Fig. 1: placed cells, one colour a class
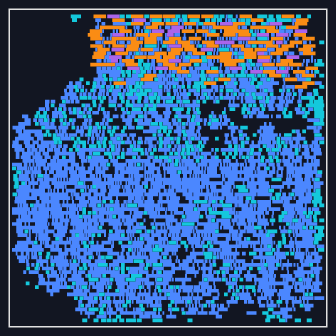
Fig. 2: clock wires, drivers and flops
Bar = 50 um.
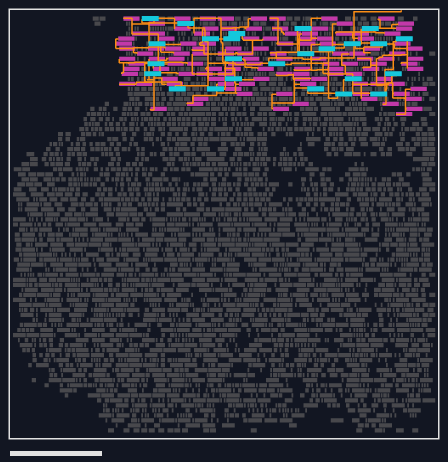
Fig. 3: routed metal per tile
The die is cut into 23 by 23 equal tiles; dark blue is low, red is high, scaled to the fullest tile. Values are wire area over tile area, all layers added.
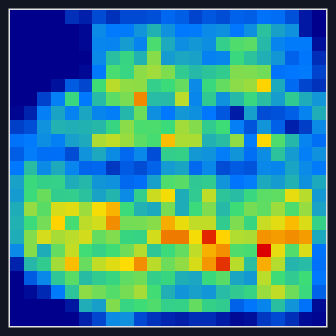
[config.mk]
export PLATFORM = sky130hd
export DESIGN_NAME = fmul_pipe
export DESIGN_NICKNAME = d
export VERILOG_FILES = /design/src/rtl/fmul_pipe.sv
export SDC_FILE = /design/constraint.sdc
export NUM_CORES = 2
export LEC_CHECK = 0
export CORE_MARGIN = 1
export CORE_UTILIZATION = 50
export CTS_CLUSTER_SIZE = 8
export DETAILED_ROUTE_END_ITERATION = 10
export PLACE_DENSITY = 0.72
export SLEW_MARGIN = 20
export SYNTH_ARGS = -nofsm -noshare
export SYNTH_HDL_FRONTEND = slang
export SYNTH_SLANG_ARGS = --single-unit
[constraint.sdc]
create_clock -name clk -period 3.1 [get_ports clk]
set_input_delay 0.465 -clock clk [delete_from_list [all_inputs] [get_ports clk]]
set_output_delay 0.465 -clock clk [all_outputs]
set_load 0.02 [all_outputs]
[src/rtl/fmul_pipe.sv]
// fmul_pipe: parametrised IEEE-754 multiplier with valid/ready flow control.
// The arithmetic is one combinational datapath feeding a STAGES-deep register
// chain. Register retiming in synthesis spreads the unpack, multiply and round
// logic across the chain, so the result is the same for every legal depth.
module fmul_pipe #(
    parameter int EXP_W  = 8,
    parameter int MAN_W  = 23,
    parameter int STAGES = 3,
    parameter int TAG_W  = 4
) (
    input  logic                     clk,
    input  logic                     rst_n,
    input  logic                     in_valid,
    output logic                     in_ready,
    input  logic [EXP_W+MAN_W:0]     op1,
    input  logic [EXP_W+MAN_W:0]     op2,
    input  logic [1:0]               opc,
    input  logic [1:0]               r_mode,
    input  logic [TAG_W-1:0]         in_tag,
    output logic                     out_valid,
    input  logic                     out_ready,
    output logic [EXP_W+MAN_W:0]     result,
    output logic [3:0]               flags,
    output logic [TAG_W-1:0]         out_tag
);
    localparam int DW = 1 + EXP_W + MAN_W;
    localparam int SW = MAN_W + 1;
    localparam int PW = 2 * SW;
    localparam int XW = EXP_W + 2;
    localparam logic signed [XW-1:0] C_BIAS = XW'((1 << (EXP_W - 1)) - 1);
    localparam logic signed [XW-1:0] C_EMAX = XW'((1 << EXP_W) - 1);

    // ---------------- unpack and classify ----------------
    logic [DW-1:0]    w_b;
    logic             w_sa, w_sb, w_sign;
    logic [EXP_W-1:0] w_ea, w_eb;
    logic [MAN_W-1:0] w_ma, w_mb;
    logic             w_a_zero, w_a_inf, w_a_nan, w_a_snan;
    logic             w_b_zero, w_b_inf, w_b_nan, w_b_snan;
    logic             w_inf_zero;

    // A*A reuses op1 as the second operand
    assign w_b = (opc == 2'b11) ? op1 : op2;
    assign {w_sa, w_ea, w_ma} = op1;
    assign {w_sb, w_eb, w_mb} = w_b;

    // subnormals have a zero exponent field and therefore classify as zero
    assign w_a_zero   = (w_ea == '0);
    assign w_a_inf    = (w_ea == '1) && (w_ma == '0);
    assign w_a_nan    = (w_ea == '1) && (w_ma != '0);
    assign w_a_snan   = w_a_nan && !w_ma[MAN_W-1];
    assign w_b_zero   = (w_eb == '0);
    assign w_b_inf    = (w_eb == '1) && (w_mb == '0);
    assign w_b_nan    = (w_eb == '1) && (w_mb != '0);
    assign w_b_snan   = w_b_nan && !w_mb[MAN_W-1];
    assign w_inf_zero = (w_a_inf && w_b_zero) || (w_a_zero && w_b_inf);

    // result sign from operand signs, then negate or clear according to opc
    always_comb begin
        w_sign = w_sa ^ w_sb;
        case (opc)
            2'b01:   w_sign = ~(w_sa ^ w_sb);
            2'b10:   w_sign = 1'b0;
            default: w_sign = w_sa ^ w_sb;
        endcase
    end

    // ---------------- exponent sum and mantissa product ----------------
    logic signed [XW-1:0] w_exp_sum, w_exp_n, w_exp_r;
    logic [PW-1:0]        w_prod;
    logic                 w_hi, w_guard, w_sticky, w_inc, w_inexact;
    logic [MAN_W-1:0]     w_man_n;
    logic [MAN_W:0]       w_man_r;
    logic                 w_ovf, w_unf;

    assign w_exp_sum = $signed({2'b00, w_ea}) + $signed({2'b00, w_eb}) - C_BIAS;
    assign w_prod    = PW'({1'b1, w_ma}) * PW'({1'b1, w_mb});

    // product lies in [1,4); a set top bit means shift right by one
    assign w_hi     = w_prod[PW-1];
    assign w_man_n  = w_hi ? w_prod[PW-2 -: MAN_W] : w_prod[PW-3 -: MAN_W];
    assign w_guard  = w_hi ? w_prod[PW-2-MAN_W] : w_prod[PW-3-MAN_W];
    assign w_sticky = w_hi ? (|w_prod[PW-3-MAN_W:0]) : (|w_prod[PW-4-MAN_W:0]);
    assign w_exp_n  = w_exp_sum + $signed({{(XW-1){1'b0}}, w_hi});

    // round-increment decision for the selected rounding mode
    always_comb begin
        w_inc = 1'b0;
        case (r_mode)
            2'b00:   w_inc = w_guard && (w_sticky || w_man_n[0]);
            2'b01:   w_inc = 1'b0;
            2'b10:   w_inc = (w_guard || w_sticky) && w_sign;
            default: w_inc = (w_guard || w_sticky) && !w_sign;
        endcase
    end

    // a carry out of the mantissa leaves it all-zero and bumps the exponent
    assign w_man_r   = {1'b0, w_man_n} + {{MAN_W{1'b0}}, w_inc};
    assign w_exp_r   = w_exp_n + $signed({{(XW-1){1'b0}}, w_man_r[MAN_W]});
    assign w_inexact = w_guard || w_sticky;
    assign w_ovf     = (w_exp_r >= C_EMAX);
    assign w_unf     = w_exp_r[XW-1] || (w_exp_r == '0);

    // ---------------- final result selection ----------------
    logic [DW-1:0] w_res;
    logic [3:0]    w_flg;

    // specials first, then overflow/underflow, otherwise the rounded normal
    always_comb begin
        w_res = {w_sign, w_exp_r[EXP_W-1:0], w_man_r[MAN_W-1:0]};
        w_flg = {3'b000, w_inexact};
        if (w_a_nan || w_b_nan || w_inf_zero) begin
            w_res = {1'b0, {EXP_W{1'b1}}, 1'b1, {(MAN_W-1){1'b0}}};
            w_flg = {w_a_snan || w_b_snan || w_inf_zero, 3'b000};
        end else if (w_a_inf || w_b_inf) begin
            w_res = {w_sign, {EXP_W{1'b1}}, {MAN_W{1'b0}}};
            w_flg = 4'b0000;
        end else if (w_a_zero || w_b_zero) begin
            w_res = {w_sign, {(DW-1){1'b0}}};
            w_flg = 4'b0000;
        end else if (w_ovf) begin
            w_flg = 4'b0101;
            if ((r_mode == 2'b00) || ((r_mode == 2'b11) && !w_sign) ||
                ((r_mode == 2'b10) && w_sign))
                w_res = {w_sign, {EXP_W{1'b1}}, {MAN_W{1'b0}}};
            else
                w_res = {w_sign, {(EXP_W-1){1'b1}}, 1'b0, {MAN_W{1'b1}}};
        end else if (w_unf) begin
            w_flg = 4'b0011;
            if (((r_mode == 2'b11) && !w_sign) || ((r_mode == 2'b10) && w_sign))
                w_res = {w_sign, {(EXP_W-1){1'b0}}, 1'b1, {MAN_W{1'b0}}};
            else
                w_res = {w_sign, {(DW-1){1'b0}}};
        end
    end

    // ---------------- register chain with global stall ----------------
    logic w_advance;

    genvar gi;
    generate
        for (gi = 0; gi < STAGES; gi++) begin : g_stage
            logic             r_vld;
            logic [DW-1:0]    r_res;
            logic [3:0]       r_flg;
            logic [TAG_W-1:0] r_tag;
            logic             w_vld_in;
            logic [DW-1:0]    w_res_in;
            logic [3:0]       w_flg_in;
            logic [TAG_W-1:0] w_tag_in;

            if (gi == 0) begin : g_first
                assign w_vld_in = in_valid;
                assign w_res_in = w_res;
                assign w_flg_in = w_flg;
                assign w_tag_in = in_tag;
            end else begin : g_next
                assign w_vld_in = g_stage[gi-1].r_vld;
                assign w_res_in = g_stage[gi-1].r_res;
                assign w_flg_in = g_stage[gi-1].r_flg;
                assign w_tag_in = g_stage[gi-1].r_tag;
            end

            // every stage moves together; bubbles advance like real entries
            always_ff @(posedge clk or negedge rst_n) begin
                if (!rst_n) begin
                    r_vld <= 1'b0;
                    r_res <= '0;
                    r_flg <= '0;
                    r_tag <= '0;
                end else if (w_advance) begin
                    r_vld <= w_vld_in;
                    r_res <= w_res_in;
                    r_flg <= w_flg_in;
                    r_tag <= w_tag_in;
                end
            end
        end
    endgenerate

    assign w_advance = !g_stage[STAGES-1].r_vld || out_ready;
    assign in_ready  = w_advance;
    assign out_valid = g_stage[STAGES-1].r_vld;
    assign result    = g_stage[STAGES-1].r_res;
    assign flags     = g_stage[STAGES-1].r_flg;
    assign out_tag   = g_stage[STAGES-1].r_tag;

endmodule

==> results_tabular.tex <==
% Synthesis and place-and-route results
\begin{tabular}{lr}
\hline
Metric & Value \\
\hline
\multicolumn{2}{l}{\textbf{Run status}} \\
Outcome & complete, but fails checks \\
Failing checks & setup timing \\
\multicolumn{2}{l}{\textbf{Clock network}} \\
Buffer levels on the longest clock path & 3 \\
Clock insertion delay at the later pin of the skew report & 0.46 ns \\
CTS clock-pin slew for the worst setup and hold paths & 0.05 ns \\
H-tree depth & 4 \\
Clk sinks & 123 \\
Root buffer cell & sky130\_fd\_sc\_hd\_\_clkbuf\_16 \\
\multicolumn{2}{l}{\textbf{GRT}} \\
Antenna violations before repair & 2 \\
First-pass GRT wire length & 132000 um \\
Vias in the first global route & $\sim$26000 \\
Aggregate global routing overflow & 0 \\
Maximum number of pins on one net before global-route repair & 85 \\
\multicolumn{2}{l}{\textbf{Yosys}} \\
Synthesis warning total & 0 \\
Fraction of registers with async set/reset & 1.00 \\
Yosys stat area & 26400 sq um \\
Yosys top cell by instances & sky130\_fd\_sc\_hd\_\_nand2\_1 \\
Post-Synthesis Cell Area & 26400 sq um \\
Cell type contributing the most total cell area after synthesis & sky130\_fd\_sc\_hd\_\_fa\_1 \\
Yosys cell count & 3091 \\
Largest type area fraction & 0.367 \\
Number of synthesized register bits & 123 \\
Nets in the synthesized netlist & between 3000 and 4000 \\
Post-synth cell types & 94 \\
Main flop type after synthesis & sky130\_fd\_sc\_hd\_\_dfrtp\_1 \\
Number of enable flip-flop cells & 0 \\
Commonest cells post-synth & sky130\_fd\_sc\_hd\_\_nand2\_1 (596), sky130\_fd\_sc\_hd\_\_inv\_1 (594), sky130\_fd\_sc\_hd\_\_fa\_1 (484), sky130\_fd\_sc\_hd\_\_ha\_1 (192), sky130\_fd\_sc\_hd\_\_and2\_1 (159) \\
Synthesized instance count & 3091 \\
\multicolumn{2}{l}{\textbf{Die}} \\
Width of the die & 232 um \\
Floorplan utilization & 0.510 \\
Die boundary height & 232 um \\
\multicolumn{2}{l}{\textbf{Drt}} \\
Pre-Repair DR Iteration Count & 7 \\
Starting DRC count in detailed routing & 1758 \\
DR WL/cell & 18.8 um \\
Final WL & between 80000 and 90000 um \\
Remaining antenna violation count & 0 \\
Via count normalized by instance count & 5.43 \\
\multicolumn{2}{l}{\textbf{Worst setup path}} \\
Critical path data required time & approximately 3.4 ns \\
Crit path arrival time & approximately 12 ns \\
Crit-path max cell delay & $\sim$0.7 ns \\
Critical path peak fanout & 8 \\
Kind of start point of the critical path & primary input \\
\multicolumn{2}{l}{\textbf{Layout}} \\
Commonest Layout Cell & sky130\_fd\_sc\_hd\_\_nand2\_1 \\
Commonest non-fill, non-tap cells in the layout & sky130\_fd\_sc\_hd\_\_nand2\_1 (589), sky130\_fd\_sc\_hd\_\_inv\_1 (572), sky130\_fd\_sc\_hd\_\_buf\_4 (530), sky130\_fd\_sc\_hd\_\_fa\_1 (469), sky130\_fd\_sc\_hd\_\_ha\_1 (174) \\
Final net count & 4443 \\
\multicolumn{2}{l}{\textbf{Final timing}} \\
Final worst path period need & $\sim$11 ns \\
Least-Margin Pin Slew & 0.847 ns \\
Max-Slew Margin vs Limit & 0.434 \\
Setup repair after global routing missed its margin & true \\
Number of hold-slack violations in the final timing report & 0 \\
Smallest setup slack after layout & -8.25 ns \\
Upper clock frequency limit & $\sim$88 MHz \\
Final setup viols & 34 \\
Final setup skew & between 0.01 and 0.015 ns \\
Max-slew violations & 0 \\
\multicolumn{2}{l}{\textbf{Place}} \\
Detailed-placement wirelength estimate & 66000 um \\
Number of buffers added on ports & 117 \\
\multicolumn{2}{l}{\textbf{Flow run}} \\
Tally of OpenROAD warnings & 31 \\
Max-Cap Viols & 0 \\
\hline
\end{tabular}
-- Fig. 1 (at the start) --
| class | colour | cells | share of their area |
|---|---|---|---|
| registers | orange | 123 | 9.1% |
| clock drivers and dummy loads | purple | 31 | 2.1% |
| remaining logic cells | blue | 2821 | 70% |
| remaining buffers and delay cells | cyan | 720 | 19% |
fraction of area in registers: 0.0891
final core utilization: 0.668
row count: 83
Std-Cell Core Area: 51700 sq um
fin area: 34500 sq um

-- Fig. 2 (at the start) --
[clock wires] orange | length: 1680 um
[clock-net drivers] cyan | count: 25
[flip-flops] magenta | count: 123
routed clock nets: 26

-- Fig. 3 (at the start) --
mean over tiles: 0.26
fullest tile: 0.68
tiles over half the peak: 30%
densest ninth of the die: south
number of vias after detailed routing: 23800
global-route total usage across every layer: 0.315

==> critical path: cells and delay by family <==
kind / cells / cell delay (ns)
buffers and inverters: 9 / 1.46
XOR/XNOR: 1 / 0.18
AND-OR/OR-AND: 11 / 1.99
adder cells (fa/ha/maj): 11 / 4.84
multiplexers: 1 / 0.32
AND/OR/NAND/NOR: 13 / 2.44
==> metrics by stage <==
step                      setup TNS (ns)  area (sq um)  setup slack (ns)  std cells
after floorplan                  -270.52         26900             -8.27       3091
after detailed placement         -309.15         32100             -9.40       4247
final                            -274.18         34500             -8.25       4378
after global routing             -287.77         34500             -8.66       4376
after global placement           -299.62         32100             -9.08       4247
after CTS                        -268.34         34000             -8.15       4351
==> final timing paths <==
check,endpoint,slack (ns),from,cells after the start
worst max-delay path,g_stage[0].r_res[17],-8.25,op1[17],46
worst min-delay path,g_stage[0].r_tag[0],0.06,rst_n,1
worst max register to register,g_stage[1].r_res[20],1.03,out_valid,5
worst min register to register,g_stage[1].r_res[30],0.46,g_stage[0].r_res[30],2
max in group asynchronous,g_stage[1].r_res[12],2.22,rst_n,2
min in group clk,g_stage[1].r_res[30],0.46,g_stage[0].r_res[30],2
==> what timing repair did <==
action | in CTS | in global routing
gates resized | 107 | 104
buffers inserted | 73 | 27
pin swaps | 71 | 57
endpoints found under the setup margin | 36 | 35
gates cloned | 3 | 3
endpoints found under the hold margin | 0 | 0
==> sequential cells by signal, summed over array words and instances (netlist names) <==
signal,flops
out_tag,4
result,32
g_stage.r_flg,8
g_stage.r_tag,8
g_stage.r_vld,2
flags,4
g_stage.r_res,64
out_valid,1
==> layer usage <==
metal | share of wire | track usage
met3 | 0.074 | 0.0451
met2 | 0.49 | 0.543
met1 | 0.38 | 0.384
met4 | 0.056 | 0.157
met5 | 0 | 0
==> cells by family (layout without fill, tap and decap cells) <==
kind of cell	after synthesis	count (layout)	synth area share
compound gates	317	317	0.0802
buf+inv	750	1354	0.108
flops	123	123	0.117
xor+xnor	62	62	0.0217
simple gates	1124	1124	0.200
fa+ha+maj	676	676	0.458
other cells	0	3	0
mux	39	39	0.0158
==> final cells by class <==
type	count	area, sq um
fill	4068	17200
multi-input combinational	2218	21400
clock buffer	31	698
antenna	3	7.51
sequential	123	3080
tap	680	851
timing repair buffer	720	6250
inverter	603	2280
